### src/rtl/router_pkg.sv
// Shared router definitions: port indices, header field positions, default widths
// and the output-buffer state encoding used by the per-port allocation stage.
package router_pkg;

  localparam int DATA_W_DEF = 64;
  localparam int NUM_IN     = 5;
  localparam int PORT_IDX_W = 3;

  // Input index order is fixed: N,S,E,W,PE = 4..0
  localparam logic [PORT_IDX_W-1:0] P_N  = 3'd4;
  localparam logic [PORT_IDX_W-1:0] P_S  = 3'd3;
  localparam logic [PORT_IDX_W-1:0] P_E  = 3'd2;
  localparam logic [PORT_IDX_W-1:0] P_W  = 3'd1;
  localparam logic [PORT_IDX_W-1:0] P_PE = 3'd0;

  localparam int HDR_VC     = 63;
  localparam int HDR_DX     = 62;
  localparam int HDR_DY     = 61;
  localparam int HDR_RSV_HI = 60;
  localparam int HDR_RSV_LO = 56;
  localparam int HDR_HX_HI  = 55;
  localparam int HDR_HX_LO  = 52;
  localparam int HDR_HY_HI  = 51;
  localparam int HDR_HY_LO  = 48;

  typedef enum logic {
    ST_EMPTY = 1'b0,
    ST_FULL  = 1'b1
  } buf_state_t;

endpackage

### src/rtl/out_port_arbiter_rr_arbiter.sv
// Round-robin arbiter: scans from ptr upward (wrapping), returns a one-hot grant
// and the winner index; ptr moves just past the winner whenever a grant is issued.
module rr_arbiter #(
  parameter int NUM_IN  = 5,
  parameter int PTR_W   = (NUM_IN > 1) ? $clog2(NUM_IN) : 1,
  parameter int PTR_RST = 0
) (
  input  logic              clk,
  input  logic              rst_n,
  input  logic [NUM_IN-1:0] req,
  input  logic              en,
  output logic [NUM_IN-1:0] gnt,
  output logic [PTR_W-1:0]  win,
  output logic              fire
);

  logic [PTR_W-1:0] ptr;
  logic [PTR_W-1:0] ptr_nxt;
  logic [PTR_W-1:0] scan_idx;
  logic             found;

  always_comb begin
    win      = '0;
    found    = 1'b0;
    scan_idx = '0;
    for (int k = 0; k < NUM_IN; k++) begin
      scan_idx = PTR_W'((int'(ptr) + k) % NUM_IN);
      if (!found && req[scan_idx]) begin
        found = 1'b1;
        win   = scan_idx;
      end
    end
  end

  assign fire = en & (|req);

  // Grant is forced to zero unless enabled, so a blocked or idle port never pops an input
  always_comb begin
    gnt = '0;
    if (fire) gnt[win] = 1'b1;
  end

  assign ptr_nxt = (win == PTR_W'(NUM_IN - 1)) ? '0 : win + 1'b1;

  always_ff @(posedge clk or negedge rst_n) begin
    if (!rst_n) begin
      ptr <= PTR_W'(PTR_RST);
    end else if (fire) begin
      ptr <= ptr_nxt;
    end
  end

endmodule

### src/rtl/out_port_arbiter.sv
// Per-output-port allocation stage: round-robin grant, 5:1 packet mux and a one-entry
// output buffer drained by out_send/out_ready. Perf counters enabled by OUT_ARB_PERF_EN.
module out_port_arbiter
  import router_pkg::*;
#(
  parameter int DATA_W  = DATA_W_DEF,
  parameter int CNT_W   = 16,
  parameter int PTR_RST = 0
) (
  input  logic              clk,
  input  logic              rst_n,
  input  logic [4:0]        req,
  input  logic [DATA_W-1:0] pkt_n,
  input  logic [DATA_W-1:0] pkt_s,
  input  logic [DATA_W-1:0] pkt_e,
  input  logic [DATA_W-1:0] pkt_w,
  input  logic [DATA_W-1:0] pkt_pe,
  input  logic              out_ready,
  output logic [4:0]        gnt,
  output logic              out_send,
  output logic [DATA_W-1:0] out_data,
  output logic [CNT_W-1:0]  pkt_cnt,
  output logic [CNT_W-1:0]  stall_cnt
);

  // Handshake: a packet moves downstream on every rising edge where out_send and
  // out_ready are both 1; out_send never drops until that transfer has happened.

  buf_state_t            state_q;
  buf_state_t            state_nxt;
  logic                  can_load;
  logic                  load;
  logic [PORT_IDX_W-1:0] win;
  logic [DATA_W-1:0]     mux_pkt;

  // Draining and reloading share one edge, so a full buffer with out_ready set is loadable
  assign can_load = (state_q == ST_EMPTY) | out_ready;

  rr_arbiter #(
    .NUM_IN  (NUM_IN),
    .PTR_W   (PORT_IDX_W),
    .PTR_RST (PTR_RST)
  ) u_rr (
    .clk   (clk),
    .rst_n (rst_n),
    .req   (req),
    .en    (can_load & rst_n),
    .gnt   (gnt),
    .win   (win),
    .fire  (load)
  );

  always_comb begin
    mux_pkt = pkt_pe;
    case (win)
      P_N:     mux_pkt = pkt_n;
      P_S:     mux_pkt = pkt_s;
      P_E:     mux_pkt = pkt_e;
      P_W:     mux_pkt = pkt_w;
      default: mux_pkt = pkt_pe;
    endcase
  end

  always_ff @(posedge clk or negedge rst_n) begin
    if (!rst_n) begin
      state_q <= ST_EMPTY;
    end else begin
      state_q <= state_nxt;
    end
  end

  always_comb begin
    state_nxt = state_q;
    case (state_q)
      ST_EMPTY: if (load) state_nxt = ST_FULL;
      ST_FULL:  if (out_ready && !load) state_nxt = ST_EMPTY;
      default:  state_nxt = ST_EMPTY;
    endcase
  end

  always_ff @(posedge clk or negedge rst_n) begin
    if (!rst_n) begin
      out_data <= '0;
    end else if (load) begin
      out_data <= mux_pkt;
    end
  end

  assign out_send = (state_q == ST_FULL);

`ifdef OUT_ARB_PERF_EN
  always_ff @(posedge clk or negedge rst_n) begin
    if (!rst_n) begin
      pkt_cnt   <= '0;
      stall_cnt <= '0;
    end else begin
      if (out_send && out_ready)  pkt_cnt   <= pkt_cnt + 1'b1;
      if (out_send && !out_ready) stall_cnt <= stall_cnt + 1'b1;
    end
  end
`else
  assign pkt_cnt   = '0;
  assign stall_cnt = '0;
`endif

endmodule

### config.mk
export PLATFORM = sky130hd
export DESIGN_NAME = out_port_arbiter
export DESIGN_NICKNAME = d
export VERILOG_FILES = /design/src/rtl/router_pkg.sv /design/src/rtl/out_port_arbiter_rr_arbiter.sv /design/src/rtl/out_port_arbiter.sv
export SDC_FILE = /design/constraint.sdc
export NUM_CORES = 1
export LEC_CHECK = 0
export CAP_MARGIN = 30
export CELL_PAD_IN_SITES_DETAIL_PLACEMENT = 1
export CELL_PAD_IN_SITES_GLOBAL_PLACEMENT = 2
export CORE_AREA = 2 2 182 184
export CTS_CLUSTER_DIAMETER = 60
export DETAILED_ROUTE_END_ITERATION = 10
export DIE_AREA = 0 0 184 186
export HOLD_SLACK_MARGIN = 0.12
export PLACE_DENSITY = 0.86
export SETUP_SLACK_MARGIN = 0.05
export SLEW_MARGIN = 30
export SYNTH_ARGS = -nofsm -noshare
export SYNTH_HDL_FRONTEND = slang
export SYNTH_SLANG_ARGS = --single-unit
export TNS_END_PERCENT = 50
### constraint.sdc
create_clock -name clk -period 17.5 [get_ports clk]
set_input_delay 4.375 -clock clk [delete_from_list [all_inputs] [get_ports clk]]
set_output_delay 4.375 -clock clk [all_outputs]
set_load 0.005 [all_outputs]
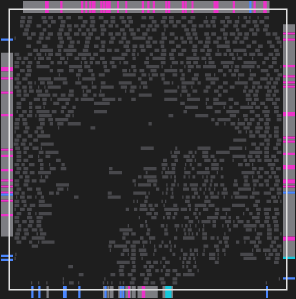
(images/pinout.png)
Scale: 1.5 px per µm. Pins as bars across the die edge, other pins in grey.
- pkt_n: magenta (pins 64; direction input; edge 30 top, 18 right, 13 left, 3 bottom)
- gnt: cyan (pins 5; direction output; edge 4 bottom, 1 right)
- pkt_cnt: blue (pins 16; direction output; edge 9 bottom, 4 left, 2 right, 1 top)

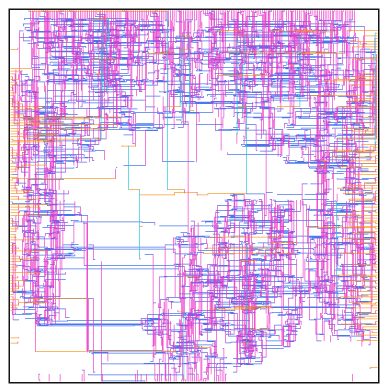
(images/layers.png)
Scale: 2 px per µm.
- M3: orange (wire length 2590 µm)
- M4: cyan (wire length 780 µm)
- M2: magenta (wire length 18600 µm)
- M1: blue (wire length 14900 µm)

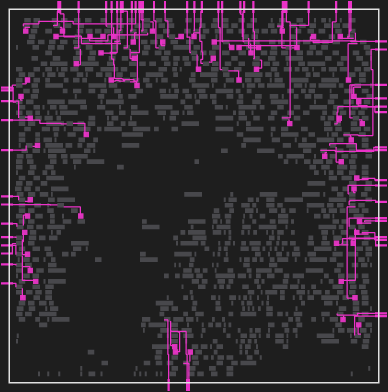
(images/port_trees.png)
Scale: 2 px per µm.
- pkt_n: magenta (bits 64; direction input; edge 30 top, 18 right, 13 left, 3 bottom; end cells 64; buffers 64; wire 1910 µm)

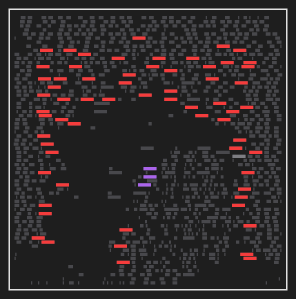
(images/ff_map.png)
Scale: 1.5 px per µm. Other sequential cells in the stronger grey, the rest of the logic in the fainter grey.
- u_rr.ptr: purple (placed flops 3)
- out_data: red (placed flops 64; where spread over the die)
- not coloured: 1

==> results.sh <==
# source this file to load flow results
export IMPL_status="completed"
export IMPL_non_clock_buffer_count=412
export IMPL_reg_clk_slew_reported_paths_ns=0.06
export IMPL_clock_latency_late_pin_ns=0.34
export IMPL_openroad_warnings=41
export IMPL_muxShareOfSynthArea=0.124
export IMPL_detailedRoute_firstPassIterationCount=6
export IMPL_wire_per_inst_um=23.8
export IMPL_buf_share=0.343
export IMPL_placed_cells_incl_taps=1530
export IMPL_logic_area_mm2=0.00522
export IMPL_port_buffer_count=397
export IMPL_grt_met3_usage=0.0415
export IMPL_r2r_end="out_data[27]$_DFFE_PN0P_"
export IMPL_ctsHtreeMaxLevel=3
export IMPL_critPathBufInv=4
export IMPL_total_number_of_clock_tree_sinks=68
export IMPL_drtIter0Drc=657
export IMPL_drc_errors=0
export IMPL_layout_cells_non_filler=1549
export IMPL_final_net_count=1487
export IMPL_rsz0062_at_grt="no"
export IMPL_worst_setup_path_type="in2out"
export IMPL_numSynthFlops=68
export IMPL_slowest_delay_ns=0.61
export IMPL_top_area_cell_type_share_of_the_netlist_area=0.222
export IMPL_most_common_cell_after_layout_fill_and_taps_aside="clkdlybuf4s50_1"
export IMPL_post_synth_most_frequent_cells="84 x nor2_1, 71 x a211oi_1, 68 x dfrtp_1"
export IMPL_wirelength_um=36800
export IMPL_crit_required_ns=13.12
export IMPL_min_setup_slack_post_route_ns=5.09
export IMPL_coreArea_mm2=0.0322
export IMPL_synth_comb_largest_family="AND-OR/OR-AND gates"
export IMPL_fp_util=0.238
export IMPL_post_synth_tally_of_flip_flops_with_integrated_enable=0
export IMPL_gr_usage_met2=0.363
export IMPL_timing_max_cap_violations=0
export IMPL_drive_above_1_share=0.169
export IMPL_worst_path_max_delay_cell="clkdlybuf4s50_1"
export IMPL_antenna_cells=3
export IMPL_num_rows=66
export IMPL_floorplan_io_pins=430
export IMPL_layout_non_clock_inverters=24
export IMPL_met3_length_um=2590
export IMPL_path_cells="clkdlybuf4s50_1, inv_1, o21ai_0, mux2i_1, mux2i_1, a21o_1, or3_4, or3_4, o21ai_4, buf_4, nand2_1, nor3_1, clkdlybuf4s50_1"
export IMPL_clock_path_buffers=2
export IMPL_fin_crit_ns=12.41
export IMPL_post_synth_fa_ha_maj_area_fraction=0.0434
export IMPL_layout_cells_most_common_list="396 x clkdlybuf4s50_1, 84 x nor2_1, 71 x a211oi_1"
export IMPL_cts_root_buffer="clkbuf_16"
export IMPL_cts_setup_buffers=0
export IMPL_grt_max_degree=69
export IMPL_combAreaFraction=0.438
export IMPL_grt_util_met1=0.249
export IMPL_worst_path_dominant_cell_family="buffers and inverters"
export IMPL_maxSlewHeadroom=0.367
export IMPL_synth_cell_area_mm2=0.00767
export IMPL_synth_main_ff_cell="dfrtp_1"
export IMPL_regMostFlops="out_data"
export IMPL_critical_path_depth=13
export IMPL_clkCellAreaFrac=0.0253
export IMPL_design_area_mm2=0.0119
export IMPL_area_dominant_class="multi-input combinational cells"
export IMPL_cts_repair_resize_count=0
export IMPL_arrival_ns=8.03
export IMPL_ctsHoldBuffers=0
export IMPL_whs_endpoint="out_data[43]$_DFFE_PN0P_"
export IMPL_timing_final_setup_violations=0
export IMPL_preCtsSetupSlack_ns=5.06
export IMPL_placed_area_mm2=0.0116
export IMPL_gp_congestion=0.838
export IMPL_setup_total_negative_slack_ns=0
export IMPL_r2r_setup_slack_ns=9.51
export IMPL_antenna_found_initial=2
export IMPL_grt_pass1_wl_um=53100
export IMPL_postSynthAreaPerCell_um2=9.66
export IMPL_synthesis_instances=794
export IMPL_rr_worst_depth=25
export IMPL_met1_length_um=14900
export IMPL_vias_in_the_first_global_route=8617
export IMPL_synth_simple_gate_area_share=0.0915
export IMPL_vias_per_cell=5.38
